[src/rtl/riscv_decode_stage.sv]
// RV32I instruction-decode stage: one registered slot between fetch and execute.
// Drives register-file read addresses alongside the decoded rd/immediate/opcode fields.
module riscv_decode_stage #(
  parameter int XLEN       = 32,
  parameter int REG_ADDR_W = 5
) (
  input  logic                  clk,
  input  logic                  rst,
  input  logic                  flush,
  input  logic                  if_valid,
  output logic                  if_ready,
  input  logic [XLEN-1:0]       if_instr,
  input  logic [XLEN-1:0]       if_pc,
  output logic [REG_ADDR_W-1:0] rs1,
  output logic [REG_ADDR_W-1:0] rs2,
  output logic                  id_valid,
  input  logic                  id_ready,
  output logic [XLEN-1:0]       id_pc,
  output logic [6:0]            id_opcode,
  output logic [2:0]            id_funct3,
  output logic                  id_funct7b5,
  output logic [REG_ADDR_W-1:0] id_rd,
  output logic                  id_rd_we,
  output logic [XLEN-1:0]       id_imm,
  output logic                  id_illegal
);

  localparam logic [6:0] OP_LUI    = 7'b0110111;
  localparam logic [6:0] OP_AUIPC  = 7'b0010111;
  localparam logic [6:0] OP_JAL    = 7'b1101111;
  localparam logic [6:0] OP_JALR   = 7'b1100111;
  localparam logic [6:0] OP_BRANCH = 7'b1100011;
  localparam logic [6:0] OP_LOAD   = 7'b0000011;
  localparam logic [6:0] OP_STORE  = 7'b0100011;
  localparam logic [6:0] OP_IMM    = 7'b0010011;
  localparam logic [6:0] OP_OP     = 7'b0110011;
  localparam logic [6:0] OP_MISC   = 7'b0001111;
  localparam logic [6:0] OP_SYSTEM = 7'b1110011;

  logic [6:0]            opcode;
  logic [REG_ADDR_W-1:0] f_rs1, f_rs2, f_rd;
  logic                  legal, use_rs1, use_rs2, writes_rd;
  logic [XLEN-1:0]       imm_i, imm_s, imm_b, imm_u, imm_j;
  logic [XLEN-1:0]       d_imm;
  logic [REG_ADDR_W-1:0] d_rs1, d_rs2, d_rd;
  logic                  d_rd_we;
  logic                  load;

  assign opcode = if_instr[6:0];
  assign f_rd   = if_instr[7 +: REG_ADDR_W];
  assign f_rs1  = if_instr[15 +: REG_ADDR_W];
  assign f_rs2  = if_instr[20 +: REG_ADDR_W];

  assign imm_i = {{(XLEN-12){if_instr[31]}}, if_instr[31:20]};
  assign imm_s = {{(XLEN-12){if_instr[31]}}, if_instr[31:25], if_instr[11:7]};
  assign imm_b = {{(XLEN-13){if_instr[31]}}, if_instr[31], if_instr[7],
                  if_instr[30:25], if_instr[11:8], 1'b0};
  assign imm_u = {{(XLEN-32){if_instr[31]}}, if_instr[31:12], 12'b0};
  assign imm_j = {{(XLEN-21){if_instr[31]}}, if_instr[31], if_instr[19:12],
                  if_instr[20], if_instr[30:21], 1'b0};

  // Every legal opcode ends in 2'b11, so the opcode match also covers the
  // compressed-encoding check.
  always_comb begin
    legal     = 1'b0;
    use_rs1   = 1'b0;
    use_rs2   = 1'b0;
    writes_rd = 1'b0;
    d_imm     = '0;
    case (opcode)
      OP_LUI:    begin legal = 1'b1; writes_rd = 1'b1; d_imm = imm_u; end
      OP_AUIPC:  begin legal = 1'b1; writes_rd = 1'b1; d_imm = imm_u; end
      OP_JAL:    begin legal = 1'b1; writes_rd = 1'b1; d_imm = imm_j; end
      OP_JALR:   begin legal = 1'b1; writes_rd = 1'b1; use_rs1 = 1'b1; d_imm = imm_i; end
      OP_BRANCH: begin legal = 1'b1; use_rs1 = 1'b1; use_rs2 = 1'b1; d_imm = imm_b; end
      OP_LOAD:   begin legal = 1'b1; writes_rd = 1'b1; use_rs1 = 1'b1; d_imm = imm_i; end
      OP_STORE:  begin legal = 1'b1; use_rs1 = 1'b1; use_rs2 = 1'b1; d_imm = imm_s; end
      OP_IMM:    begin legal = 1'b1; writes_rd = 1'b1; use_rs1 = 1'b1; d_imm = imm_i; end
      OP_OP:     begin legal = 1'b1; writes_rd = 1'b1; use_rs1 = 1'b1; use_rs2 = 1'b1; end
      OP_MISC:   begin legal = 1'b1; d_imm = imm_i; end
      OP_SYSTEM: begin legal = 1'b1; d_imm = imm_i; end
      default:   begin legal = 1'b0; end
    endcase
  end

  assign d_rd_we = writes_rd && (f_rd != '0);
  assign d_rd    = d_rd_we ? f_rd : '0;
  assign d_rs1   = use_rs1 ? f_rs1 : '0;
  assign d_rs2   = use_rs2 ? f_rs2 : '0;

  assign if_ready = (!id_valid || id_ready) && !flush;
  assign load     = if_valid && if_ready;

  // Flush only clears the read addresses so the register file stops
  // advertising stale sources; other fields just go invalid.
  always_ff @(posedge clk) begin
    if (rst) begin
      id_valid    <= 1'b0;
      rs1         <= '0;
      rs2         <= '0;
      id_pc       <= '0;
      id_opcode   <= '0;
      id_funct3   <= '0;
      id_funct7b5 <= 1'b0;
      id_rd       <= '0;
      id_rd_we    <= 1'b0;
      id_imm      <= '0;
      id_illegal  <= 1'b0;
    end else if (flush) begin
      id_valid <= 1'b0;
      rs1      <= '0;
      rs2      <= '0;
    end else if (load) begin
      id_valid    <= 1'b1;
      rs1         <= d_rs1;
      rs2         <= d_rs2;
      id_pc       <= if_pc;
      id_opcode   <= opcode;
      id_funct3   <= if_instr[14:12];
      id_funct7b5 <= if_instr[30];
      id_rd       <= d_rd;
      id_rd_we    <= d_rd_we;
      id_imm      <= d_imm;
      id_illegal  <= !legal;
    end else if (id_valid && id_ready) begin
      id_valid <= 1'b0;
    end
  end

endmodule

[config.mk]
export PLATFORM = sky130hd
export DESIGN_NAME = riscv_decode_stage
export DESIGN_NICKNAME = d
export VERILOG_FILES = /design/src/rtl/riscv_decode_stage.sv
export SDC_FILE = /design/constraint.sdc
export NUM_CORES = 1
export LEC_CHECK = 0
export CORE_MARGIN = 3
export CORE_UTILIZATION = 38
export DETAILED_ROUTE_END_ITERATION = 6
export PLACE_DENSITY = 0.83
export SYNTH_ARGS = -nofsm -noshare
export SYNTH_HDL_FRONTEND = slang
export SYNTH_SLANG_ARGS = --single-unit
[constraint.sdc]
create_clock -name clk -period 1.32 [get_ports clk]
set_input_delay 0.264 -clock clk [delete_from_list [all_inputs] [get_ports clk]]
set_output_delay 0.264 -clock clk [all_outputs]
set_load 0.005 [all_outputs]
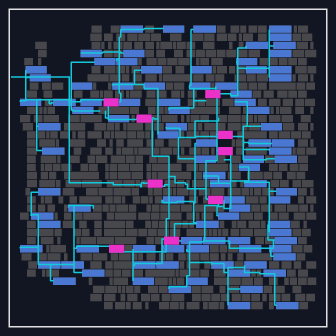
(images/clock_wires.png)
legend:
  blue:
    item: flip-flops
    count: 93
  cyan:
    item: clock wires
    length: 1110 um
  magenta:
    item: clock-net drivers
    count: 9
routed clock nets: 10
flops lie: all over the die

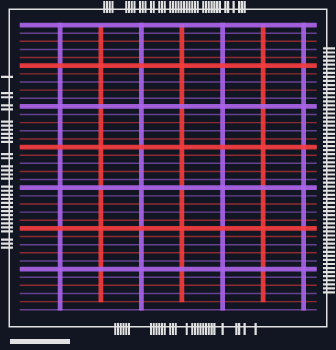
(images/floorplan.png)
Scale bar: 20 um. Pins as bars on the die edge.
legend:
  purple:
    net: VSS
  red:
    net: VDD
met5 straps: 7
rows: 35
signal pins: 163
met1 rails: 36
area of the core region: 0.00946 mm2
height of the chip: 106 um
overall die width: 106 um
worst vdd ir: 0.000556 V

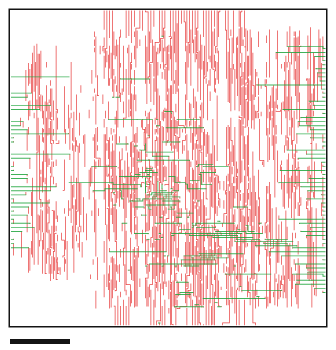
(images/layers.png)
Scale bar: 20 um. Two of the layers only.
legend:
  red:
    layer: M2
    wire_length: 8820 um
  green:
    layer: M3
    wire_length: 1240 um

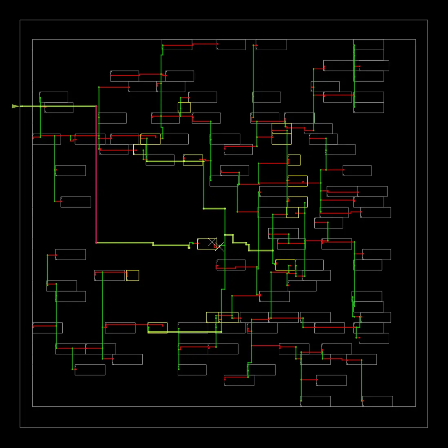
(images/clock_nets.png)
Skew-Pair Late Insertion Delay: 0.37 ns
clock buffer count: 10
post-route clock skew: 0.0124 ns

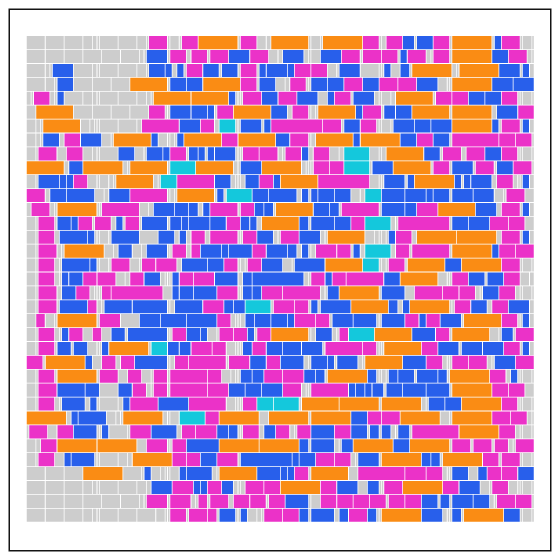
(images/class_map.png)
Fill, decap, tap and diode cells in gray.
legend:
  cyan:
    class: clock drivers and dummy loads
    cells: 16
  magenta:
    class: remaining buffers and delay cells
    cells: 270
  orange:
    class: registers
    cells: 93
  blue:
    class: remaining logic cells
    cells: 325

==> flow_results.org <==
* Implementation run

** Placement
- Last weighted congestion value of the routability-driven placer :: 0.847
- The wire-length estimate of the detail-placed layout is 9220 um.
- DP Worst Slack :: -0.917 ns
- Port buffering added 162 buffers.

** Layout
- Non-clock buffering overhead in the final layout :: 35.2%
- Across the whole layout, storage elements account for 0.00193 mm2.
- Most area-hungry cell class in the final design :: non-clock buffers
- In the final layout, excluding clock inverters the inverter count is 2.
- Number of combinational gates with multiple inputs :: 323
- Non-clock buffer count in the final layout :: 270
- Clk cell area share :: 2.49%
- In the final layout, multi-input gates take up 34.9% of the cell area.
- Sequential cell count :: 93
- Between the synthesized netlist and the finished layout, the area growth was recorded as 103%.
- The net count of the finished layout is 768.
- Registers with the highest flip-flop counts :: id_imm x32, id_pc x32, id_opcode x7
- The area taken by multi-input combinational cells is reported as 0.00267 mm2.
- After filler insertion, the fill cell instance count of the layout stands at 557.
- Number of antenna repair diodes :: 0
- Commonest non-fill, non-tap cells in the layout :: 96 x dlygate4sd2_1, 60 x buf_4, 57 x clkdlybuf4s50_1, 56 x nand2_1, 53 x dfxtp_2
- Fraction of standard cell area that is sequential :: 25.2%
- Cells with a size suffix above 1 make up 52.0% of the layout.
- Dominant logic cell type in the layout :: dlygate4sd2_1

** Global route
- Wire length of the first global-routing pass :: 23800 um
- Number of global-route vias before repair :: 4691
- Number of antenna violations at the first check in global routing :: 0
- Entering global routing, the biggest net connects 39 pins.
- Global route total overflow :: 0
- GRT Resource Usage Total :: 26.3%

** Run status
- The run finished, with violations left.
- Violations in the final reports :: design-rule violations, negative setup slack

** Logic synthesis
- Number of distinct library cells after synthesis :: 46
- Post-synth top area share :: 49.3%
- The post-synth register bit count is 93.
- Counting every instance in the synthesized netlist gives 451.
- The biggest area contributor in the post-synthesis netlist is dfxtp_1.
- The area recorded from the Yosys report for this design is 0.00377 mm2.
- Floorplan net count :: 520
- The number of cells reported by Yosys stat comes to 451.
- In this run the cell area of the synthesized design comes to 0.00377 mm2.
- Warnings reported by Yosys during synthesis add up to 0.
- Dominant flop cell :: dfxtp_1
- Portion of the post-synthesis area used by sequential elements :: 49.3%
- The main area contributors are dfxtp_1 49%, nand2_1 12%, a21oi_1 8.2%.
- The synthesized design contains 0 enable-type register cells.
- Per the post-synthesis stats, the area per cell is 8.37 um2.
- In the synthesized netlist the async set-or-reset flop fraction comes to 0%.

** Critical path
- The slowest stage of the critical path is the dfxtp_2 cell.
- Cells along the critical path :: buf_6 > nand2b_4 > and3_4 > buf_6 > buf_6 > nor2_4 > clkbuf_16 > a22o_1
- In this run the register-to-register setup slack is -0.24 ns.
- CP max stage delay :: 0.35 ns
- CP startpoint kind :: flip-flop
- Stages on worst setup path :: 8
- Highest fanout seen on the critical path :: 8
- According to the timing report, the critical path is launched from id_valid$_SDFFE_PP0P_.
- Worst endpoint data arrival time :: 1.87 ns
- Cell type group with the largest total delay on the critical path :: buffers and inverters
- Capture instance of the worst register-to-register path :: id_imm[6]$_SDFFE_PP0P_
- Most frequent cell on the critical path :: buf_6
- The report puts the cell count of the worst reg-to-reg path at 8.
- CP Class :: flip-flop to flip-flop
- CP required :: 1.63 ns
- STA classifies the critical path endpoint as a flip-flop.
- The script reports the combined buffer and inverter count of the critical path as 4.
- Origin of the critical flop-to-flop path :: id_valid$_SDFFE_PP0P_
- Critical path destination :: id_imm[6]$_SDFFE_PP0P_

** Min path
- Hold worst-path end :: id_opcode[1]$_SDFFE_PP0P_
- The type recorded for the worst min-delay path is primary input to flip-flop.
- Cell depth of the worst min-delay path :: 3
- Worst hold start :: if_instr[1]

** Route
- DR iter-0 viols :: 372
- In the log, the iteration count for the first detailed-route pass is 7.
- The routed design shows a wire length per standard cell of 20.5 um.
- Remaining antenna violation count :: 0
- Summed over all layers, the routed wires come to 17100 um.
- Vias per Instance :: 5.56
- Vias :: 4631
- DRC errors left :: 2

** Run
- The stage logs contain a warning count of 29.
- Per the run summary, max-cap violations total 0.

** Die
- The report lists the number of standard-cell rows as 35.
- Pin placement for this block handled 163 I/O pins.
- The floorplan step records an initial core utilization of 39.9%.
- The die covers 0.0112 mm2.
- Well-tap cell count :: 129

** STA
- Summed over all failing endpoints, the final setup total negative slack is -10.93 ns.
- Worst-case setup margin in the final layout :: -0.244 ns
- Max Slew Vio Count :: 0
- Hold-check failures listed in the final report amount to 0.
- Slew of the pin with the lowest slew margin :: 0.605 ns
- Final Setup Violations :: 85
- Checking max transition, the worst relative margin is 59.7%.
- Static timing analysis puts the maximum clock frequency at 639 MHz.
- The smallest clock period supported by the final layout is computed as 1.56 ns.
- Setup repair after global routing could not meet its margin everywhere.
- The tightest hold path in the finished design has a slack of 0.348 ns.
- After layout, the worst path uses 118% of the clock period.

** Clock network
- CTS H-tree depth :: 3
- Per the CTS log, the root buffer master is clkbuf_8.
- TritonCTS built the clock tree.
- Looking at the clock tree report, the maximum root-to-sink buffer count equals 2.
- TritonCTS buffer count :: 9
- For this design, the CTS-stage hold fixing added 0 buffers.
- Per the post-CTS timing run, clock transition at the registers of the reported paths is 0.11 ns.
- The clock tree has to reach 93 sinks.

** Pwr
- In this run the power density over the cells is 805 mW/mm2.
- Total power of the final layout :: 0.00616 W
- In this run the static leakage power is 3.46 nW.
==> cells by family after synthesis <==
family / share of synthesized area, %
AOI/OAI and AO/OA: 25.2
xor gates and xnor gates: 0.232
buffers and inverters: 4.28
and+or+nand+nor: 21.0
DFF: 49.3
==> through the flow <==
step | area (um2) | std cells | util, %
6_report | 7650 | 833 | 80.9
5_1_grt | 7650 | 833 | 80.9
4_1_cts | 7130 | 828 | 75.4
3_5_place_dp | 5980 | 774 | 63.2
3_3_place_gp | 5980 | 774 | 63.2
2_1_floorplan | 3840 | 451 | -
==> per-layer routing <==
layer  GRT usage (%)  share of wire (%)  vias up
li1                -                  -     2073
met1            30.2                 37     2221
met2            48.0                 52      271
met3            5.94                7.2       66
met4            8.70                3.8        0
met5               0                  0        -
==> synth_stat cells, types with 6 or more instances <==
| master | count |
|---|---|
| a21boi_0 | 8 |
| a21oi_1 | 62 |
| a221oi_2 | 8 |
| a22o_1 | 6 |
| a22oi_1 | 21 |
| buf_1 | 6 |
| buf_2 | 6 |
| clkbuf_1 | 16 |
| dfxtp_1 | 93 |
| nand2_1 | 120 |
| nor2_1 | 25 |
| nor3_1 | 7 |
| o21ai_0 | 23 |
==> worst reg2reg max path, delay by kind of cell, from the launching register on <==
family | cells | cell delay (ns)
compound gates | 1 | 0.16
simple gates | 3 | 0.46
flops | 1 | 0.35
buf+inv | 4 | 0.55
==> what timing repair did <==
item	4_1_cts	5_1_grt
endpoints found under the hold margin	0	0
pin swaps	74	50
resized	345	129
endpoints found under the setup margin	184	95
gates cloned	9	2
buffers inserted	30	4
==> power by group <==
group          switching [W]  internal, W  leakage (nW)
clock                0.00111     0.000772        0.0983
sequential         0.0000489      0.00288         0.780
combinational       0.000659     0.000692          2.58
Power figures rest on the tool's default switching activity, not on a simulated workload.
